[src/rtl/aes128_mix_columns_par.sv]
`default_nettype none
// ============================================================================
// Module   : aes128_mix_columns_par
// Brief    : AES (Inv)MixColumns with LANES parallel GF(2^8) multipliers and
//            a byte-wide ready/valid output. Optional abort_i port under the
//            macro AES128_MC_ABORT_EN.
// Revision : 1.0 - initial release
// ============================================================================

package aes128_type_pkg;
    typedef enum logic {ENCRYPT = 1'b0, DECRYPT = 1'b1} mode_t;
endpackage

module aes128_mix_columns_par
    import aes128_type_pkg::*;
#(
    parameter int LANES = 1
) (
    input  logic         clk_i,
    input  logic         rst_n_i,
    input  logic         start_i,
    input  mode_t        mode_i,
    input  logic [127:0] data_i,
    input  logic         ready_i,
`ifdef AES128_MC_ABORT_EN
    input  logic         abort_i,
`endif
    output logic         valid_o,
    output logic [7:0]   data_o,
    output logic [3:0]   addr_o,
    output logic         busy_o,
    output logic         done_o
);

    localparam int         c_beats = 4 / LANES;
    localparam logic [1:0] c_idle  = 2'd0;
    localparam logic [1:0] c_calc  = 2'd1;
    localparam logic [1:0] c_out   = 2'd2;
    localparam logic [1:0] c_done  = 2'd3;

    generate
        if (LANES != 1 && LANES != 2 && LANES != 4) begin : g_bad_lanes
            $error("aes128_mix_columns_par: LANES must be 1, 2 or 4");
        end
    endgenerate

    function automatic logic [7:0] xtime(input logic [7:0] a);
        return {a[6:0], 1'b0} ^ (a[7] ? 8'h1b : 8'h00);
    endfunction

    // Constant coefficients never exceed 4 bits, so three xtime steps suffice.
    function automatic logic [7:0] gf_mul_const(input logic [7:0] a, input logic [3:0] k);
        logic [7:0] a2;
        logic [7:0] a4;
        logic [7:0] a8;
        a2 = xtime(a);
        a4 = xtime(a2);
        a8 = xtime(a4);
        return ({8{k[0]}} & a) ^ ({8{k[1]}} & a2) ^ ({8{k[2]}} & a4) ^ ({8{k[3]}} & a8);
    endfunction

    function automatic logic [3:0] coef(input mode_t m, input logic [1:0] j);
        logic [3:0] c;
        if (m == DECRYPT) begin
            case (j)
                2'd0:    c = 4'd14;
                2'd1:    c = 4'd11;
                2'd2:    c = 4'd13;
                default: c = 4'd9;
            endcase
        end else begin
            case (j)
                2'd0:    c = 4'd2;
                2'd1:    c = 4'd3;
                default: c = 4'd1;
            endcase
        end
        return c;
    endfunction

    logic [1:0]   r_state;
    logic [1:0]   w_state_nxt;
    logic [127:0] r_data;
    mode_t        r_mode;
    logic [3:0]   r_idx;
    logic [1:0]   r_beat;
    logic [7:0]   r_acc;
    logic [31:0]  w_col;
    logic [7:0]   w_prod [LANES];
    logic [7:0]   w_sum;
    logic         w_last_beat;
    logic         w_abort;

`ifdef AES128_MC_ABORT_EN
    assign w_abort = abort_i;
`else
    assign w_abort = 1'b0;
`endif

    assign w_col       = r_data[{r_idx[3:2], 5'b00000} +: 32];
    assign w_last_beat = (r_beat == 2'(c_beats - 1));

    // Lane l of beat b handles input row k = b*LANES + l; coefficient index is (k - r) mod 4.
    generate
        for (genvar l = 0; l < LANES; l++) begin : g_lane
            logic [1:0] w_k;
            logic [1:0] w_j;
            assign w_k       = 2'(int'(r_beat) * LANES + l);
            assign w_j       = w_k - r_idx[1:0];
            assign w_prod[l] = gf_mul_const(w_col[{w_k, 3'b000} +: 8], coef(r_mode, w_j));
        end
    endgenerate

    always_comb begin
        w_sum = 8'h00;
        for (int l = 0; l < LANES; l++) begin
            w_sum = w_sum ^ w_prod[l];
        end
    end

    always_ff @(posedge clk_i or negedge rst_n_i) begin
        if (!rst_n_i) begin
            r_state <= c_idle;
        end else begin
            r_state <= w_state_nxt;
        end
    end

    always_comb begin
        w_state_nxt = r_state;
        case (r_state)
            c_idle: if (start_i) w_state_nxt = c_calc;
            c_calc: begin
                if (w_abort)          w_state_nxt = c_idle;
                else if (w_last_beat) w_state_nxt = c_out;
            end
            c_out: begin
                if (w_abort)      w_state_nxt = c_idle;
                else if (ready_i) w_state_nxt = (r_idx == 4'd15) ? c_done : c_calc;
            end
            default: w_state_nxt = c_idle;
        endcase
    end

    always_comb begin
        valid_o = 1'b0;
        data_o  = 8'h00;
        addr_o  = 4'h0;
        busy_o  = (r_state != c_idle);
        done_o  = (r_state == c_done);
        if (r_state == c_out) begin
            valid_o = 1'b1;
            data_o  = r_acc;
            addr_o  = r_idx;
        end
    end

    always_ff @(posedge clk_i or negedge rst_n_i) begin
        if (!rst_n_i) begin
            r_data <= '0;
            r_mode <= ENCRYPT;
            r_idx  <= 4'h0;
            r_beat <= 2'd0;
            r_acc  <= 8'h00;
        end else begin
            case (r_state)
                c_idle: begin
                    if (start_i) begin
                        r_data <= data_i;
                        r_mode <= mode_i;
                        r_idx  <= 4'h0;
                        r_beat <= 2'd0;
                    end
                end
                c_calc: begin
                    r_acc  <= (r_beat == 2'd0) ? w_sum : (r_acc ^ w_sum);
                    r_beat <= w_last_beat ? 2'd0 : (r_beat + 2'd1);
                end
                c_out: begin
                    if (!w_abort && ready_i && (r_idx != 4'd15)) begin
                        r_idx <= r_idx + 4'd1;
                    end
                end
                default: ;
            endcase
        end
    end

endmodule

`default_nettype wire

[config.mk]
export PLATFORM = sky130hd
export DESIGN_NAME = aes128_mix_columns_par
export DESIGN_NICKNAME = d
export VERILOG_FILES = /design/src/rtl/aes128_mix_columns_par.sv
export SDC_FILE = /design/constraint.sdc
export NUM_CORES = 1
export LEC_CHECK = 0
export CORE_UTILIZATION = 40
export DETAILED_ROUTE_END_ITERATION = 10
export HOLD_SLACK_MARGIN = 0.06
export SKIP_LAST_GASP = 1
export SLEW_MARGIN = 20
export SYNTH_ARGS = -nofsm -noshare
export SYNTH_HDL_FRONTEND = slang
export SYNTH_SLANG_ARGS = --single-unit
[constraint.sdc]
create_clock -name clk_i -period 5.4 [get_ports clk_i]
set_clock_uncertainty 0.05 [all_clocks]
set_input_delay 1.35 -clock clk_i [delete_from_list [all_inputs] [get_ports clk_i]]
set_output_delay 1.35 -clock clk_i [all_outputs]
set_load 0.01 [all_outputs]
### Clock nets

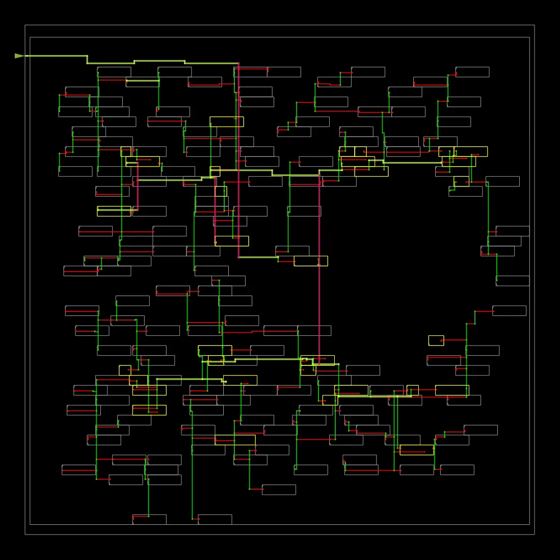
clk sink count: 145
clock network power: 0.00119 W
worst skew pair latency: 0.42 ns
flop count: 145
TritonCTS buffer count: 17

### Wiring by layer

(3 px per um)
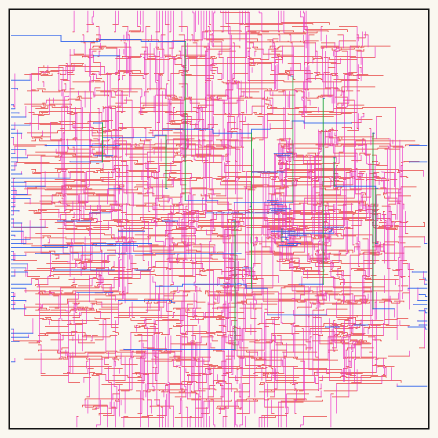
| layer | colour | wire length |
|---|---|---|
| M3 | blue | 976 um |
| M4 | green | 373 um |
| M2 | magenta | 9380 um |
| M1 | red | 9570 um |

==> impl_metrics.json <==
{
  "status": "finished clean",
  "yosysChipArea_sq_um": 7546,
  "yosys_warnings": 0,
  "warnings": 27,
  "path_clk_slew_ns": 0.07,
  "antenna_cells": 0,
  "clockBufferDepth": 2,
  "top_area_share_pct": 48.08,
  "vias_per_cell": 5.154,
  "area.growth.synth_to_final_pct": 29.07,
  "drive_gt1_share_pct": 8.830,
  "grt_util_met3_pct": 4.508,
  "post-route-util_pct": 53.49,
  "worstSetupPathType": "reg2reg",
  "antenna_found_initial": 0,
  "drv_slew": 0,
  "final_hold_viol_count": 0,
  "max_slew_margin_pct": 26.68,
  "maxCapViolations": 0,
  "routed_wl_um": 20300,
  "grt_max_degree": 90,
  "rsz0062_at_grt": "false",
  "finalClockPeriodUsage_pct": 73.45,
  "synth-edff-count": 0,
  "combPwrFrac_pct": 46.9,
  "flop_cell": "dfrtp_1",
  "root_buffer": "clkbuf_16",
  "die_h_um": 139.4,
  "avgSynthCellArea_sq_um": 9.016,
  "ir_drop_mv": 0.2418,
  "top_usage_layer": "met2",
  "fp_nets": 974,
  "ys_ff": 145,
  "top_cells_by_count": "nand2_1, dfrtp_1, clkbuf_1",
  "grt_pass1_vias": 6144,
  "start_kind": "flop",
  "drt_iter0_markers": 378,
  "synthCells": 837,
  "post_cts_resized": 0,
  "grt_use_total_pct": 22.20,
  "drc": 0,
  "netlist_area_sq_um": 7546,
  "fin_area_sq_um": 9739,
  "end_kind": "flop",
  "setup_violations": 0,
  "top_cells_by_area": "dfrtp_1, nand2_1, mux4_2",
  "yosysTopAreaCell": "dfrtp_1",
  "swShare_pct": 41.15,
  "placed_cell_area_sq_um": 9141,
  "cts_htree_levels": 4,
  "gp_congestion": 0.8978,
  "vias": 6200,
  "ant_nets": 0,
  "grt_overflow": 0,
  "worst_pin_slew_ns": 1.092,
  "fp_util_pct": 41.44,
  "power.share.clock_pct": 20.2,
  "cts_tree": "built",
  "ys_cells": 837,
  "portBuffers": 147,
  "wl_per_cell_um": 16.88,
  "layout_min_cycle_time_ns": 3.967,
  "die-area_sq_um": 19420,
  "p_leak_nw": 4.564,
  "p_sw_w": 0.002432,
  "hold_class": "reg2reg",
  "max_freq_mhz": 252.1,
  "num_io_pins": 148,
  "fin_cells": 1203,
  "place_inst": 1171,
  "yosysUniqueCellTypes": 64,
  "core_region_area_sq_um": 18210,
  "synthArstFlopShare_pct": 100.0,
  "postCtsHoldBufs": 0,
  "crit_arrival_ns": 4.22,
  "placementRows": 49,
  "post_cts_buffers": 0,
  "crit_required_ns": 5.65,
  "die_w_um": 139.4,
  "fill_cells": 1707,
  "power.density_nw_per_um2": 606.7,
  "p_int_w": 0.003478,
  "gr-usage-met2_pct": 34.14,
  "grt_pass1_wl_um": 33110,
  "seqPwrFrac_pct": 32.9,
  "path_max_fanout": 27,
  "hpwl_um": 14420
}
cells in the final DEF, fill, tap and decap left out, drive strengths merged, types with 3 or more instances in the layout:
cell type,count
dfrtp,145
xnor2,10
nand4,6
clkbuf,18
nand2b,4
nand2,421
nor2,12
a22o,4
o31ai,4
o211ai,4
mux4,33
nand3,12
clkdlybuf4s50,146
o21ai,18
nor2b,7
buf,9
o32ai,3
ha,4
a21oi,16
nor4,3
inv,19
and2,19
xor2,4
xnor3,3
nor3,3
a22oi,5
per-layer routing:
| metal | up-vias | share of wire, % |
|---|---|---|
| met5 | - | 0 |
| met3 | 24 | 4.8 |
| met4 | 0 | 1.8 |
| li1 | 3026 | - |
| met2 | 178 | 46 |
| met1 | 2972 | 47 |
worst max-delay path: stages, from the launching register on:
cell and delay [ns]:
dfrtp_2 0.96, buf_4 0.31, mux4_2 0.53, nand2_1 0.12
nand4_2 0.28, nand3_1 0.21, a211oi_1 0.06, or3_1 0.40
o31a_1 0.32, o211a_1 0.21, or3b_1 0.36
sequential cells by signal (all words and copies together) (netlist names):
signal,flops
r_acc,8
r_beat,2
r_data,128
r_idx,4
r_mode,1
r_state,2
cell families (layout without fill, tap and decap cells):
group | after synthesis | in the layout | synth area share [%]
buf+inv | 59 | 196 | 3.731
flops | 145 | 145 | 48.08
compound gates | 76 | 76 | 7.296
simple gates | 499 | 499 | 27.24
mux | 37 | 37 | 10.46
fa+ha+maj | 4 | 4 | 0.6633
xor+xnor | 17 | 17 | 2.520
per-stage QoR:
stage,setup slack (ns),total power [W],hold WS [ns]
floorplan,2.268,0.003944,0.3873
global placement,1.535,0.004672,0.4021
detailed placement,1.424,0.004706,0.4068
CTS,1.434,0.005928,0.4223
global route,1.110,0.006383,0.4362
finish,1.433,0.005909,0.4197
power groups by stage:
stage	registers, W	clock network, W	logic (W)
detailed placement	0.00195	0	0.00275
floorplan	0.00180	0	0.00214
CTS	0.00194	0.00122	0.00276
finish	0.00195	0.00119	0.00277
global route	0.00201	0.00126	0.00311
global placement	0.00196	0	0.00271
final cells by class:
cell class	instances	area (sq um)	area share, %
sequential	145	3630	37.27
clock inverter	14	158.9	1.632
multi-input combinational	633	3646	37.44
clock buffer	18	439.2	4.509
inverter	9	33.78	0.3469
timing repair buffer	155	1545	15.87
tap	229	286.5	2.942
path summary, 6_finish.rpt:
kind | slack (ns) | from | to | cells past startpoint
setup / recovery | 1.43 | r_idx[2] | r_acc[6] | 10
hold / removal | 0.42 | r_data[81] | r_data[81] | 2
setup reg to reg | 1.43 | r_idx[2] | r_acc[6] | 10
hold reg to reg | 0.42 | r_data[81] | r_data[81] | 2
max in group asynchronous | 3.47 | rst_n_i | r_acc[4] | 2
min in group asynchronous | 0.90 | rst_n_i | r_idx[3] | 1
Power and IR drop assume default switching activity.
